clock_nets.png
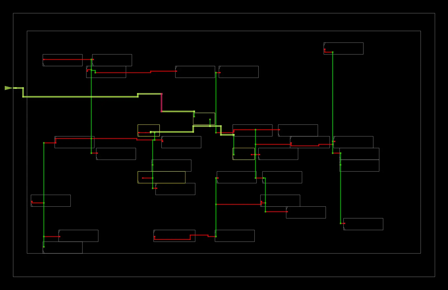
clock_wires.png
Scale bar: 20 um.
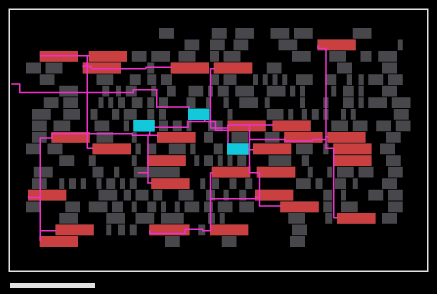
layers.png
Scale bar: 20 um. Only two layers are drawn.
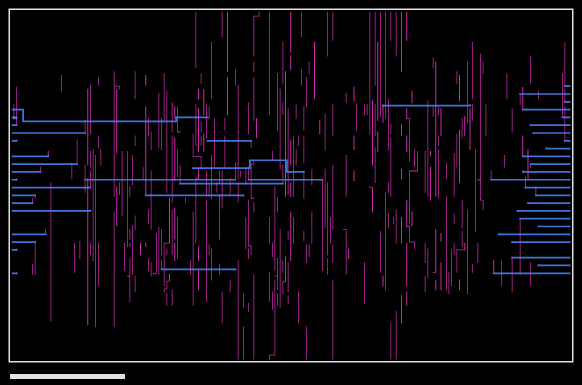
class_map.png
Fill, decap, tap and diode cells in grey.
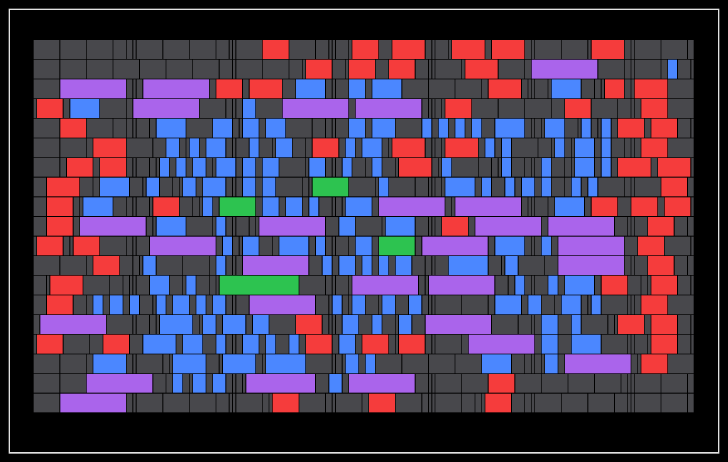
ff_map.png
Scale bar: 20 um. Other sequential cells in the stronger grey, the rest of the logic in the fainter grey.
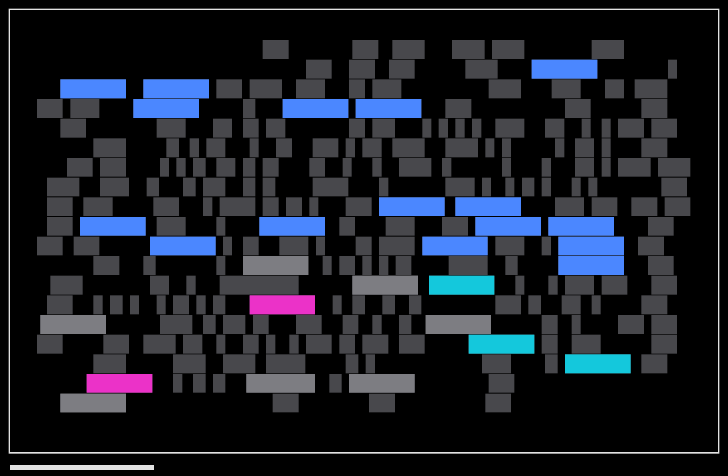
### config.mk
export PLATFORM = sky130hd
export DESIGN_NAME = decode_ctrl
export DESIGN_NICKNAME = d
export VERILOG_FILES = /design/src/rtl/decode_ctrl.sv
export SDC_FILE = /design/constraint.sdc
export NUM_CORES = 1
export LEC_CHECK = 0
export CELL_PAD_IN_SITES_DETAIL_PLACEMENT = 1
export CELL_PAD_IN_SITES_GLOBAL_PLACEMENT = 1
export CORE_ASPECT_RATIO = 0.6
export CORE_MARGIN = 3
export CORE_UTILIZATION = 34
export DETAILED_ROUTE_END_ITERATION = 12
export PLACE_DENSITY = 0.82
export SYNTH_ARGS = -nofsm -noshare
export SYNTH_HDL_FRONTEND = slang
export SYNTH_SLANG_ARGS = --single-unit
### constraint.sdc
create_clock -name clk -period 2.9 [get_ports clk]
set_input_delay 0.29 -clock clk [delete_from_list [all_inputs] [get_ports clk]]
set_output_delay 0.29 -clock clk [all_outputs]
set_load 0.05 [all_outputs]
### src/rtl/decode_ctrl.sv
// Instruction decode controller: captures one instruction word, decodes it for the ALU,
// sequences data-memory handshakes and branches, and keeps the registered {Z,V,N} flags.
module decode_ctrl (
    input  logic        clk,
    input  logic        rst,
    input  logic [15:0] instr,
    input  logic        instr_valid,
    output logic        instr_ready,
    output logic [3:0]  alu_op,
    output logic [3:0]  rd_sel,
    output logic [3:0]  rs_sel,
    output logic [3:0]  rt_sel,
    output logic [15:0] imm,
    output logic        use_imm,
    output logic        dec_valid,
    output logic        reg_we,
    output logic        mem_req,
    output logic        mem_we,
    input  logic        mem_ack,
    input  logic        alu_z,
    input  logic        alu_v,
    input  logic        alu_n,
    output logic [2:0]  flags,
    output logic        branch_taken,
    output logic        halted
);

    typedef enum logic [1:0] {
        IDLE = 2'd0,
        EXEC = 2'd1,
        MEM  = 2'd2,
        HALT = 2'd3
    } state_t;

    localparam logic [3:0] OP_LW  = 4'h8;
    localparam logic [3:0] OP_SW  = 4'h9;
    localparam logic [3:0] OP_LLB = 4'hA;
    localparam logic [3:0] OP_LHB = 4'hB;
    localparam logic [3:0] OP_B   = 4'hC;
    localparam logic [3:0] OP_BR  = 4'hD;
    localparam logic [3:0] OP_HLT = 4'hF;

    state_t      state_q;
    logic [15:0] instr_q;
    logic [2:0]  flags_q;
    logic [2:0]  flags_d;
    logic        instr_ready_q;
    logic        dec_valid_q;
    logic        reg_we_q;
    logic        mem_req_q;
    logic        mem_we_q;
    logic        branch_taken_q;
    logic        halted_q;
    logic [15:0] imm_s;
    logic        use_imm_s;
    logic [3:0]  rs_sel_s;
    logic        lw_done_s;

    // Opcodes that write the register file from EXEC (LW writes later, on its memory ack).
    function automatic logic writes_reg(input logic [3:0] op);
        logic we;
        case (op)
            4'h0, 4'h1, 4'h2, 4'h3,
            4'h4, 4'h5, 4'h6, 4'h7,
            OP_LLB, OP_LHB, 4'hE: we = 1'b1;
            default:              we = 1'b0;
        endcase
        return we;
    endfunction

    // Branch condition against flags packed as {Z,V,N}.
    function automatic logic cond_met(input logic [2:0] cond, input logic [2:0] f);
        logic hit;
        case (cond)
            3'b000:  hit = ~f[2];
            3'b001:  hit = f[2];
            3'b010:  hit = ~f[2] & ~f[0];
            3'b011:  hit = f[0];
            3'b100:  hit = f[2] | ~f[0];
            3'b101:  hit = f[0] | f[2];
            3'b110:  hit = f[1];
            3'b111:  hit = 1'b1;
            default: hit = 1'b0;
        endcase
        return hit;
    endfunction

    // Operand decode from the captured word, never from the live input bus.
    always_comb begin
        imm_s     = 16'h0000;
        use_imm_s = 1'b0;
        rs_sel_s  = instr_q[7:4];
        case (instr_q[15:12])
            4'h4, 4'h5, 4'h6: begin
                use_imm_s = 1'b1;
                imm_s     = {12'h000, instr_q[3:0]};
            end
            OP_LW, OP_SW: begin
                use_imm_s = 1'b1;
                imm_s     = {{11{instr_q[3]}}, instr_q[3:0], 1'b0};
            end
            OP_LLB, OP_LHB: begin
                use_imm_s = 1'b1;
                imm_s     = {8'h00, instr_q[7:0]};
                rs_sel_s  = instr_q[11:8];
            end
            OP_B: begin
                use_imm_s = 1'b0;
                imm_s     = {{6{instr_q[8]}}, instr_q[8:0], 1'b0};
            end
            default: begin
                use_imm_s = 1'b0;
                imm_s     = 16'h0000;
            end
        endcase
    end

    // Flag values loaded at the end of EXEC.
    always_comb begin
        flags_d = flags_q;
        case (instr_q[15:12])
            4'h0, 4'h1:             flags_d = {alu_z, alu_v, alu_n};
            4'h2, 4'h4, 4'h5, 4'h6: flags_d = {alu_z, flags_q[1:0]};
            default:                flags_d = flags_q;
        endcase
    end

    // Control FSM with registered handshake and enable outputs.
    always_ff @(posedge clk or posedge rst) begin
        if (rst) begin
            state_q        <= IDLE;
            instr_q        <= 16'h0000;
            flags_q        <= 3'b000;
            instr_ready_q  <= 1'b1;
            dec_valid_q    <= 1'b0;
            reg_we_q       <= 1'b0;
            mem_req_q      <= 1'b0;
            mem_we_q       <= 1'b0;
            branch_taken_q <= 1'b0;
            halted_q       <= 1'b0;
        end else begin
            case (state_q)
                IDLE: begin
                    if (instr_valid) begin
                        instr_q        <= instr;
                        state_q        <= EXEC;
                        instr_ready_q  <= 1'b0;
                        dec_valid_q    <= 1'b1;
                        reg_we_q       <= writes_reg(instr[15:12]);
                        // Flags cannot change while idle, so evaluating here matches EXEC.
                        branch_taken_q <= ((instr[15:12] == OP_B) || (instr[15:12] == OP_BR))
                                          && cond_met(instr[11:9], flags_q);
                    end
                end
                EXEC: begin
                    flags_q        <= flags_d;
                    dec_valid_q    <= 1'b0;
                    reg_we_q       <= 1'b0;
                    branch_taken_q <= 1'b0;
                    case (instr_q[15:12])
                        OP_LW, OP_SW: begin
                            state_q   <= MEM;
                            mem_req_q <= 1'b1;
                            mem_we_q  <= (instr_q[15:12] == OP_SW);
                        end
                        OP_HLT: begin
                            state_q  <= HALT;
                            halted_q <= 1'b1;
                        end
                        default: begin
                            state_q       <= IDLE;
                            instr_ready_q <= 1'b1;
                        end
                    endcase
                end
                MEM: begin
                    if (mem_ack) begin
                        state_q       <= IDLE;
                        mem_req_q     <= 1'b0;
                        mem_we_q      <= 1'b0;
                        instr_ready_q <= 1'b1;
                    end
                end
                HALT: begin
                    halted_q      <= 1'b1;
                    instr_ready_q <= 1'b0;
                end
                default: begin
                    state_q        <= IDLE;
                    instr_ready_q  <= 1'b1;
                    dec_valid_q    <= 1'b0;
                    reg_we_q       <= 1'b0;
                    mem_req_q      <= 1'b0;
                    mem_we_q       <= 1'b0;
                    branch_taken_q <= 1'b0;
                    halted_q       <= 1'b0;
                end
            endcase
        end
    end

    // LW write-back must coincide with the ack cycle, so it bypasses the output register.
    assign lw_done_s = (state_q == MEM) && mem_ack && (instr_q[15:12] == OP_LW);

    assign instr_ready  = instr_ready_q;
    assign alu_op       = instr_q[15:12];
    assign rd_sel       = instr_q[11:8];
    assign rs_sel       = rs_sel_s;
    assign rt_sel       = instr_q[3:0];
    assign imm          = imm_s;
    assign use_imm      = use_imm_s;
    assign dec_valid    = dec_valid_q;
    assign reg_we       = reg_we_q | lw_done_s;
    assign mem_req      = mem_req_q;
    assign mem_we       = mem_we_q;
    assign flags        = flags_q;
    assign branch_taken = branch_taken_q;
    assign halted       = halted_q;

endmodule
==> deck_impl_summary.md <==
Physical Implementation Snapshot

Setup path
  – Most common cell on crit path: nand2_1
  – Reg-to-reg critical path startpoint: state_q[1]
  – CP max stage cell: clkdlybuf4s50_1
  – Critical path's top delay family: buffers and inverters
  – R2R Setup Slk: 0.90 ns
  – Critical path, cell by cell: nor2b_1, and2_1, nand2_1, nand2_1, clkdlybuf4s50_1

STA
  – Worst setup margin: 0.158 ns
  – Hold Vio Cnt, Final: 0

Die
  – Die Y: 61.2 um
  – Core area: 4730 um2

Placement
  – Number of port buffers: 65
  – Placed Instance Area: 2300 um2

Synthesis
  – Syn Nets: ~220
  – Dominant cell type by area after synthesis: dfrtp_1
  – Synth Seq Share: 0.406

Route
  – Uppermost layer routed: met4
  – Vias per cell: 5.01

Run
  – Max_cap viols: 0

Clock tree
  – Insertion Delay late pin: 0.28 ns

Status
  – Status: finished, final reports clean

Finish
  – Final Net Count: 265
  – Non-clock buffers: 66
-- clock_nets.png (at the start) --
Num CTS Buffers: 3
CTS Sinks: 28
seq_cells: 28
Clock buffer cells: 3

-- clock_wires.png (at the start) --
[magenta] clock wires | length: 380 um
[red] flip-flops | count: 28
[cyan] clock-net drivers | count: 3
routed clock nets: 4

-- layers.png (at the start) --
| colour | layer | wire length |
|---|---|---|
| magenta | M2 | 1940 um |
| blue | M3 | 423 um |
vias post-DR: 1499
drt wl/cell: 16.0 um
Routed WL: 4800 um

-- class_map.png (at the start) --
| colour | class | cells |
|---|---|---|
| red | remaining buffers and delay cells | 66 |
| green | clock drivers and dummy loads | 4 |
| purple | registers | 28 |
| blue | remaining logic cells | 138 |

-- ff_map.png (at the start) --
| colour | signal | placed flops |
|---|---|---|
| cyan | flags | 3 |
| blue | instr_q | 16 |
| magenta | state_q | 2 |
not coloured: 7

state kept, by name (all words and copies together), names as in the netlist:
| signal | cells |
|---|---|
| mem_req | 1 |
| flags | 3 |
| dec_valid | 1 |
| reg_we_q | 1 |
| mem_we | 1 |
| instr_ready | 1 |
| branch_taken | 1 |
| halted | 1 |
| instr_q | 16 |
| state_q | 2 |
worst min path at each step:
stage / end / slack [ns] / cells after the start
finish: instr_q[7] / 0.38 / 3
floorplan: branch_taken / 0.35 / 1
CTS: instr_q[7] / 0.39 / 3
detailed placement: halted / 0.47 / 2
global placement: halted / 0.47 / 2
global route: instr_q[7] / 0.43 / 3
logic make-up (layout without fill, tap and decap cells):
logic type      count (synthesis)  after routing
compound gates                 36             36
buf+inv                        30             77
fa+ha+maj                       5              5
flops                          28             28
mux                            19             19
simple gates                   71             71
